<file path="config.mk">
export PLATFORM = sky130hd
export DESIGN_NAME = max7219_matrix_driver
export DESIGN_NICKNAME = d
export VERILOG_FILES = /design/src/rtl/max7219_pkg.sv /design/src/rtl/max7219_word_shifter.sv /design/src/rtl/max7219_matrix_driver.sv
export SDC_FILE = /design/constraint.sdc
export NUM_CORES = 1
export LEC_CHECK = 0
export ABC_AREA = 1
export CORE_AREA = 2 2 106 108
export CTS_BUF_LIST = sky130_fd_sc_hd__clkbuf_8
export DETAILED_ROUTE_END_ITERATION = 6
export DIE_AREA = 0 0 108 110
export GPL_TIMING_DRIVEN = 1
export PLACE_DENSITY = 0.75
export RECOVER_POWER = 100
export SYNTH_ARGS = -nofsm -noshare
export SYNTH_HDL_FRONTEND = slang
export SYNTH_SLANG_ARGS = --single-unit
</file>
<file path="constraint.sdc">
create_clock -name SC_MAX7219_CLOCK_50 -period 5 [get_ports SC_MAX7219_CLOCK_50]
set_input_delay 0.75 -clock SC_MAX7219_CLOCK_50 [delete_from_list [all_inputs] [get_ports SC_MAX7219_CLOCK_50]]
set_output_delay 0.75 -clock SC_MAX7219_CLOCK_50 [all_outputs]
set_load 0.01 [all_outputs]
</file>
<file path="src/rtl/max7219_pkg.sv">
// Shared definitions for the MAX7219 matrix back-end.
// Contents: register addresses, shifter state encoding, word-index layout
// (0..4 init words, 5..12 digit words), and small word/row helpers.
package max7219_pkg;

  // MAX7219 register addresses
  localparam logic [7:0] ADDR_NOOP     = 8'h00;
  localparam logic [7:0] ADDR_DIGIT0   = 8'h01;
  localparam logic [7:0] ADDR_DECODE   = 8'h09;
  localparam logic [7:0] ADDR_INTENS   = 8'h0A;
  localparam logic [7:0] ADDR_SCANLIM  = 8'h0B;
  localparam logic [7:0] ADDR_SHUTDN   = 8'h0C;
  localparam logic [7:0] ADDR_DISPTEST = 8'h0F;

  localparam int INIT_WORDS = 5;
  localparam int DIGITS     = 8;

  // Word-index layout of the sequencer
  localparam logic [3:0] IDX_LAST_INIT   = 4'(INIT_WORDS - 1);
  localparam logic [3:0] IDX_FIRST_DIGIT = 4'(INIT_WORDS);
  localparam logic [3:0] IDX_LAST_DIGIT  = 4'(INIT_WORDS + DIGITS - 1);

  // Word shifter state encoding
  localparam logic [2:0] ST_IDLE = 3'd0;
  localparam logic [2:0] ST_LOAD = 3'd1;
  localparam logic [2:0] ST_LOW  = 3'd2;
  localparam logic [2:0] ST_HIGH = 3'd3;
  localparam logic [2:0] ST_TAIL = 3'd4;
  localparam logic [2:0] ST_GAP  = 3'd5;

  // Power-up configuration word for init index 0..4
  function automatic logic [15:0] init_word(input logic [3:0] idx, input logic [3:0] intensity);
    logic [15:0] w;
    case (idx)
      4'd0:    w = {ADDR_SHUTDN, 8'h01};
      4'd1:    w = {ADDR_DECODE, 8'h00};
      4'd2:    w = {ADDR_INTENS, 4'h0, intensity};
      4'd3:    w = {ADDR_SCANLIM, 8'h07};
      4'd4:    w = {ADDR_DISPTEST, 8'h00};
      default: w = {ADDR_NOOP, 8'h00};
    endcase
    return w;
  endfunction

  // Refresh loops over the digit words forever once init is done
  function automatic logic [3:0] next_idx(input logic [3:0] idx);
    return (idx == IDX_LAST_DIGIT) ? IDX_FIRST_DIGIT : idx + 4'd1;
  endfunction

  // A blanked frame is sent as all-zero rows
  function automatic logic [7:0] mask_row(input logic [7:0] row, input logic blank);
    return blank ? 8'h00 : row;
  endfunction

endpackage

</file>
<file path="src/rtl/max7219_word_shifter.sv">
// Shifts one 16-bit word MSB-first over the MAX7219 3-wire link.
// Ports: clk, rst (async, active-high); start/word in (taken only when idle);
// word_end = last TAIL cycle (NCS rises next edge); done = last GAP cycle;
// din/ncs/sclk = registered link pins.
module max7219_word_shifter
  import max7219_pkg::*;
#(
  parameter int unsigned CLK_DIV = 4,
  parameter int unsigned CS_GAP  = 2
) (
  input  logic        clk,
  input  logic        rst,
  input  logic        start,
  input  logic [15:0] word,
  output logic        word_end,
  output logic        done,
  output logic        din,
  output logic        ncs,
  output logic        sclk
);

  localparam logic [7:0] DIV_LAST = 8'(CLK_DIV - 1);
  localparam logic [7:0] GAP_LAST = 8'(CS_GAP - 1);

  logic [2:0]  state_r;
  logic [7:0]  div_cnt_r;
  logic [3:0]  bit_cnt_r;
  logic [15:0] shift_r;
  logic        div_zero_s;
  logic        take_s;

  assign div_zero_s = (div_cnt_r == 8'd0);
  assign word_end   = (state_r == ST_TAIL) && div_zero_s;
  assign done       = (state_r == ST_GAP) && div_zero_s;
  // The final GAP cycle counts as passing through IDLE, so back-to-back
  // words go GAP -> LOAD without an extra idle cycle.
  assign take_s     = start && ((state_r == ST_IDLE) || done);

  // Word shifter FSM: phase timing, bit shifting and link pins
  always_ff @(posedge clk or posedge rst) begin
    if (rst) begin
      state_r   <= ST_IDLE;
      div_cnt_r <= 8'd0;
      bit_cnt_r <= 4'd0;
      shift_r   <= 16'h0000;
      din       <= 1'b0;
      ncs       <= 1'b1;
      sclk      <= 1'b0;
    end else if (take_s) begin
      state_r   <= ST_LOAD;
      shift_r   <= word;
      bit_cnt_r <= 4'd15;
      din       <= word[15];
      ncs       <= 1'b0;
      sclk      <= 1'b0;
    end else begin
      case (state_r)
        ST_IDLE: state_r <= ST_IDLE;
        ST_LOAD: begin
          state_r   <= ST_LOW;
          div_cnt_r <= DIV_LAST;
        end
        ST_LOW: begin
          if (div_zero_s) begin
            state_r   <= ST_HIGH;
            div_cnt_r <= DIV_LAST;
            sclk      <= 1'b1;
          end else begin
            div_cnt_r <= div_cnt_r - 8'd1;
          end
        end
        ST_HIGH: begin
          if (div_zero_s) begin
            sclk      <= 1'b0;
            div_cnt_r <= DIV_LAST;
            if (bit_cnt_r == 4'd0) begin
              state_r <= ST_TAIL;
            end else begin
              // Next bit goes out on the first cycle of the LOW phase only
              state_r   <= ST_LOW;
              bit_cnt_r <= bit_cnt_r - 4'd1;
              shift_r   <= {shift_r[14:0], 1'b0};
              din       <= shift_r[14];
            end
          end else begin
            div_cnt_r <= div_cnt_r - 8'd1;
          end
        end
        ST_TAIL: begin
          if (div_zero_s) begin
            state_r   <= ST_GAP;
            div_cnt_r <= GAP_LAST;
            ncs       <= 1'b1;
            din       <= 1'b0;
          end else begin
            div_cnt_r <= div_cnt_r - 8'd1;
          end
        end
        ST_GAP: begin
          if (div_zero_s) begin
            state_r <= ST_IDLE;
          end else begin
            div_cnt_r <= div_cnt_r - 8'd1;
          end
        end
        default: begin
          state_r <= ST_IDLE;
          din     <= 1'b0;
          ncs     <= 1'b1;
          sclk    <= 1'b0;
        end
      endcase
    end
  end

endmodule

</file>
<file path="src/rtl/max7219_matrix_driver.sv">
// MAX7219 serial back-end for the 8x8 LED matrix: sends the init sequence
// once, then refreshes digits 1..8 from FILA0..FILA7 forever.
// Ports: CLOCK_50, RESET_InHigh (async); BLANK, FILA0..7 row data;
// DIN/NCS/CLK link pins; INIT_DONE level; FRAME_DONE 1-cycle pulse.
module max7219_matrix_driver
  import max7219_pkg::*;
#(
  parameter int unsigned CLK_DIV   = 4,
  parameter int unsigned CS_GAP    = 2,
  parameter logic [3:0]  INTENSITY = 4'h8
) (
  input  logic       SC_MAX7219_CLOCK_50,
  input  logic       SC_MAX7219_RESET_InHigh,
  input  logic       SC_MAX7219_BLANK_InHigh,
  input  logic [7:0] SC_MAX7219_FILA0,
  input  logic [7:0] SC_MAX7219_FILA1,
  input  logic [7:0] SC_MAX7219_FILA2,
  input  logic [7:0] SC_MAX7219_FILA3,
  input  logic [7:0] SC_MAX7219_FILA4,
  input  logic [7:0] SC_MAX7219_FILA5,
  input  logic [7:0] SC_MAX7219_FILA6,
  input  logic [7:0] SC_MAX7219_FILA7,
  output logic       SC_MAX7219_DIN_Out,
  output logic       SC_MAX7219_NCS_Out,
  output logic       SC_MAX7219_CLK_Out,
  output logic       SC_MAX7219_INIT_DONE_Out,
  output logic       SC_MAX7219_FRAME_DONE_Out
);

  logic        clk;
  logic        rst;
  logic [3:0]  idx_r;
  logic [7:0]  rows_r [0:DIGITS-1];
  logic [7:0]  live_rows_s [0:DIGITS-1];
  logic [2:0]  digit_sel_s;
  logic [15:0] word_s;
  logic        word_end_s;
  logic        done_s;

  assign clk = SC_MAX7219_CLOCK_50;
  assign rst = SC_MAX7219_RESET_InHigh;

  // Current rows with blanking already applied
  always_comb begin
    live_rows_s[0] = mask_row(SC_MAX7219_FILA0, SC_MAX7219_BLANK_InHigh);
    live_rows_s[1] = mask_row(SC_MAX7219_FILA1, SC_MAX7219_BLANK_InHigh);
    live_rows_s[2] = mask_row(SC_MAX7219_FILA2, SC_MAX7219_BLANK_InHigh);
    live_rows_s[3] = mask_row(SC_MAX7219_FILA3, SC_MAX7219_BLANK_InHigh);
    live_rows_s[4] = mask_row(SC_MAX7219_FILA4, SC_MAX7219_BLANK_InHigh);
    live_rows_s[5] = mask_row(SC_MAX7219_FILA5, SC_MAX7219_BLANK_InHigh);
    live_rows_s[6] = mask_row(SC_MAX7219_FILA6, SC_MAX7219_BLANK_InHigh);
    live_rows_s[7] = mask_row(SC_MAX7219_FILA7, SC_MAX7219_BLANK_InHigh);
  end

  // Word selection: init table, then digit words. Digit 1 is loaded in the
  // same cycle as the snapshot, so it reads the live row directly.
  always_comb begin
    digit_sel_s = 3'(idx_r - IDX_FIRST_DIGIT);
    word_s      = 16'h0000;
    if (idx_r < IDX_FIRST_DIGIT) begin
      word_s = init_word(idx_r, INTENSITY);
    end else if (idx_r == IDX_FIRST_DIGIT) begin
      word_s = {ADDR_DIGIT0, live_rows_s[0]};
    end else begin
      word_s = {ADDR_DIGIT0 + {5'd0, digit_sel_s}, rows_r[digit_sel_s]};
    end
  end

  // Frame buffer: captured exactly when the digit-1 word is loaded
  // (start is tied high, so done always coincides with a load).
  always_ff @(posedge clk or posedge rst) begin
    if (rst) begin
      for (int i = 0; i < DIGITS; i++) rows_r[i] <= 8'h00;
    end else if (done_s && (idx_r == IDX_FIRST_DIGIT)) begin
      for (int i = 0; i < DIGITS; i++) rows_r[i] <= live_rows_s[i];
    end
  end

  // Word sequencer: step to the next word while the current one is in its gap
  always_ff @(posedge clk or posedge rst) begin
    if (rst) begin
      idx_r <= 4'd0;
    end else if (word_end_s) begin
      idx_r <= next_idx(idx_r);
    end
  end

  // Status flags, registered on the same edge that raises NCS
  always_ff @(posedge clk or posedge rst) begin
    if (rst) begin
      SC_MAX7219_INIT_DONE_Out  <= 1'b0;
      SC_MAX7219_FRAME_DONE_Out <= 1'b0;
    end else begin
      SC_MAX7219_FRAME_DONE_Out <= word_end_s && (idx_r == IDX_LAST_DIGIT);
      if (word_end_s && (idx_r == IDX_LAST_INIT)) begin
        SC_MAX7219_INIT_DONE_Out <= 1'b1;
      end
    end
  end

  max7219_word_shifter #(
    .CLK_DIV (CLK_DIV),
    .CS_GAP  (CS_GAP)
  ) u_shifter (
    .clk      (clk),
    .rst      (rst),
    .start    (1'b1),
    .word     (word_s),
    .word_end (word_end_s),
    .done     (done_s),
    .din      (SC_MAX7219_DIN_Out),
    .ncs      (SC_MAX7219_NCS_Out),
    .sclk     (SC_MAX7219_CLK_Out)
  );

endmodule
</file>
Figure 1. Met3 routing.
Drawn at 4 px/um. Cells faint in the background.
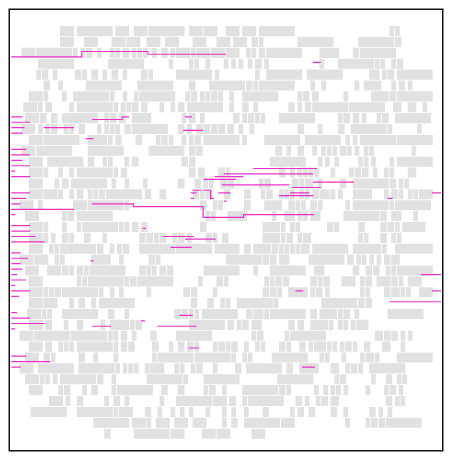
main direction = horizontal
share of all routed wire = 3.4%
wire length on this layer = 449 um
nets with wire on the layer = 62
longest straight run = 22.1 um
final WL: 13.3 mm
met3 usage in global routing: 4.00%
via count: 5017

==> impl_metrics.xml <==
<?xml version="1.0" encoding="UTF-8"?>
<metrics>
  <group name="power_and_ir_drop">
    <metric name="power-per-cell-area" unit="nW/um2">215</metric>
    <metric name="clock_net_power" unit="mW">0.451</metric>
    <metric name="top_power_group" unit="">sequential cells</metric>
    <metric name="power_of_the_combinational_group" unit="mW">0.0884</metric>
    <metric name="power.sequential.total" unit="mW">0.832</metric>
  </group>
  <group name="floorplanning">
    <metric name="tap-cell-count" unit="">140</metric>
    <metric name="init_core_util" unit="%">51.6</metric>
    <metric name="std_cell_rows" unit="">38</metric>
  </group>
  <group name="grt">
    <metric name="grtUsageTotal" unit="%">24.1</metric>
    <metric name="grtUsageMet2" unit="%">40.5</metric>
    <metric name="number_of_antenna_violations_at_the_first_check_in_global_routing" unit="">0</metric>
    <metric name="global_route.peak_usage_layer" unit="">met2</metric>
    <metric name="grt_ovf" unit="">0</metric>
    <metric name="first_pass_grt_wire_length" unit="mm">22.5</metric>
    <metric name="grt.met1_usage" unit="%">31.6</metric>
    <metric name="first_global_vias" unit="">4834</metric>
  </group>
  <group name="timing">
    <metric name="achievable-frequency" unit="GHz">0.252</metric>
    <metric name="timing_max_transition_violations_final" unit="">65</metric>
    <metric name="final.setup.worst_slack" unit="ns">1.04</metric>
    <metric name="worst-slew-pin-transition" unit="ns">2.87</metric>
    <metric name="timing.hold.ws" unit="ns">0.478</metric>
    <metric name="finalHoldViolations" unit="">0</metric>
    <metric name="period_used_share" unit="%">79.2</metric>
    <metric name="unrepaired_setup_endpoints_after_global_routing" unit="">false</metric>
    <metric name="headroom_to_the_max_slew_limit" unit="%">-92.1</metric>
  </group>
  <group name="yosys">
    <metric name="synth.comb.largest_family" unit="">simple AND/OR/NAND/NOR gates</metric>
    <metric name="synth.cellmix.compoundShare" unit="%">11.0</metric>
    <metric name="enable_flop_cells" unit="">0</metric>
    <metric name="ys_seq_elements" unit="">103</metric>
    <metric name="synth.cell_area" unit="um2">5520</metric>
    <metric name="ys_top_cells_by_area" unit="">dfrtp_1 46%, nand2_1 19%, nand3_1 8.7%</metric>
    <metric name="synth_seq_share" unit="%">46.7</metric>
    <metric name="adder_cell_share_of_the_synthesized_area" unit="%">1.81</metric>
    <metric name="syn_avg_cell_area" unit="um2">7.37</metric>
    <metric name="post_synth_mux_area_share" unit="%">0</metric>
  </group>
  <group name="layout">
    <metric name="final_design_area_no_fill" unit="um2">6370</metric>
    <metric name="non_clock_buffer_count" unit="">73</metric>
    <metric name="final.signal_inverter_count" unit="">44</metric>
    <metric name="n_clock_buffer" unit="">9</metric>
    <metric name="layout_top_cells" unit="">285 x nand2_1, 102 x dfrtp_1, 95 x nand3_1, 91 x o21ai_0, 65 x clkdlybuf4s50_1</metric>
    <metric name="fin_nets" unit="">871</metric>
    <metric name="lay_top_count" unit="">nand2_1</metric>
    <metric name="largest_register_ffs" unit="">64</metric>
    <metric name="number_of_fill_cells_in_the_layout" unit="">1061</metric>
  </group>
  <group name="cts">
    <metric name="clock_insertion_delay_worst_skew" unit="ns">0.38</metric>
    <metric name="post_cts_hold_buffer_count" unit="">0</metric>
    <metric name="post-cts-setup-buffer-count" unit="">0</metric>
    <metric name="worst_setup_hold_path_clk_slew" unit="ns">0.10</metric>
  </group>
  <group name="worst_setup_path">
    <metric name="critical-path-top-cell-by-count" unit="">nand3_1</metric>
    <metric name="endpoint_kind" unit="">register</metric>
    <metric name="crit_chain" unit="">clkinv_1, buf_4, ha_1, clkinv_1, nand3_1, nand3_1, nand3_1, nand3_1, a21oi_1</metric>
    <metric name="worstSetupStartpointType" unit="">register</metric>
    <metric name="ff2ff_setup_slack" unit="ns">1.04</metric>
    <metric name="regToRegEndpoint" unit="">u_shifter.shift_r[5]</metric>
    <metric name="critical-path-max-stage-delay" unit="ns">1.12</metric>
  </group>
  <group name="flow_run">
    <metric name="openroad.warnings" unit="">33</metric>
    <metric name="maxcap_violations" unit="">1</metric>
  </group>
  <group name="run_status">
    <metric name="violations" unit="">capacitance limit, slew limit</metric>
    <metric name="outcome" unit="">finished, violations left</metric>
  </group>
  <group name="routing">
    <metric name="detailroute.wirelength.met2" unit="mm">6.46</metric>
    <metric name="drt_pre_antenna_iters" unit="">5</metric>
    <metric name="drc" unit="">0</metric>
    <metric name="wl_met3" unit="um">448</metric>
  </group>
  <group name="placed_design">
    <metric name="post_dp_cell_area" unit="um2">6250</metric>
    <metric name="place_ws" unit="ns">1.19</metric>
  </group>
  <group name="min_path">
    <metric name="min-delay-start" unit="">u_shifter.sclk</metric>
    <metric name="hold_class" unit="">reg2reg</metric>
  </group>
</metrics>
Figure 2. I/O pins on the die edge.
Drawn at 4 px/um. Pins as bars across the die edge, other pins in grey.
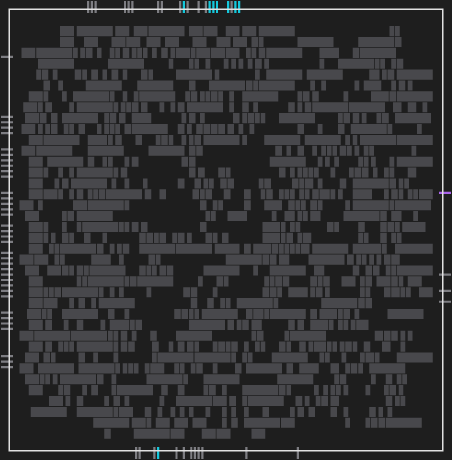
cyan -> SC_MAX7219_FILA7  # pins 8, direction input, edge 7 top, 1 bottom
purple -> SC_MAX7219_DIN_Out  # pins 1, direction output, edge right
all pins by edge = 36 left, 20 top, 12 bottom, 4 right
number of I/O port buffers: 71
DIE HEIGHT: 110 um
horizontal die size: 108 um

## synthesized netlist by cell type (2+ instances only)
cell and count:
nor3b_1 2, ha_1 8, nand2_2 3, buf_4 3, inv_1 36, nor3_1 3
nor2_1 34, o22ai_1 2, buf_2 16, nand2_1 283, nor2_2 5, o211ai_1 2
clkbuf_1 14, buf_6 2, dfrtp_1 102, o21ai_1 11, xor2_1 2, nand3_1 96
inv_2 6, o21ai_0 83, a21oi_1 16, nand4_1 5
## metrics by stage
step                std cells  util, %
finish                    941     59.6
global route              941     59.6
CTS                       941     59.8
detailed placement        925     58.4
global placement          925     58.4
floorplan                 749        -
## critical path, delay by kind of cell, from the launching register on
family,cells,cell delay [ns]
fa+ha+maj,1,0.74
flops,1,1.12
compound gates,1,0.17
simple gates,4,0.70
buf+inv,3,1.14
Power and IR drop assume default switching activity.
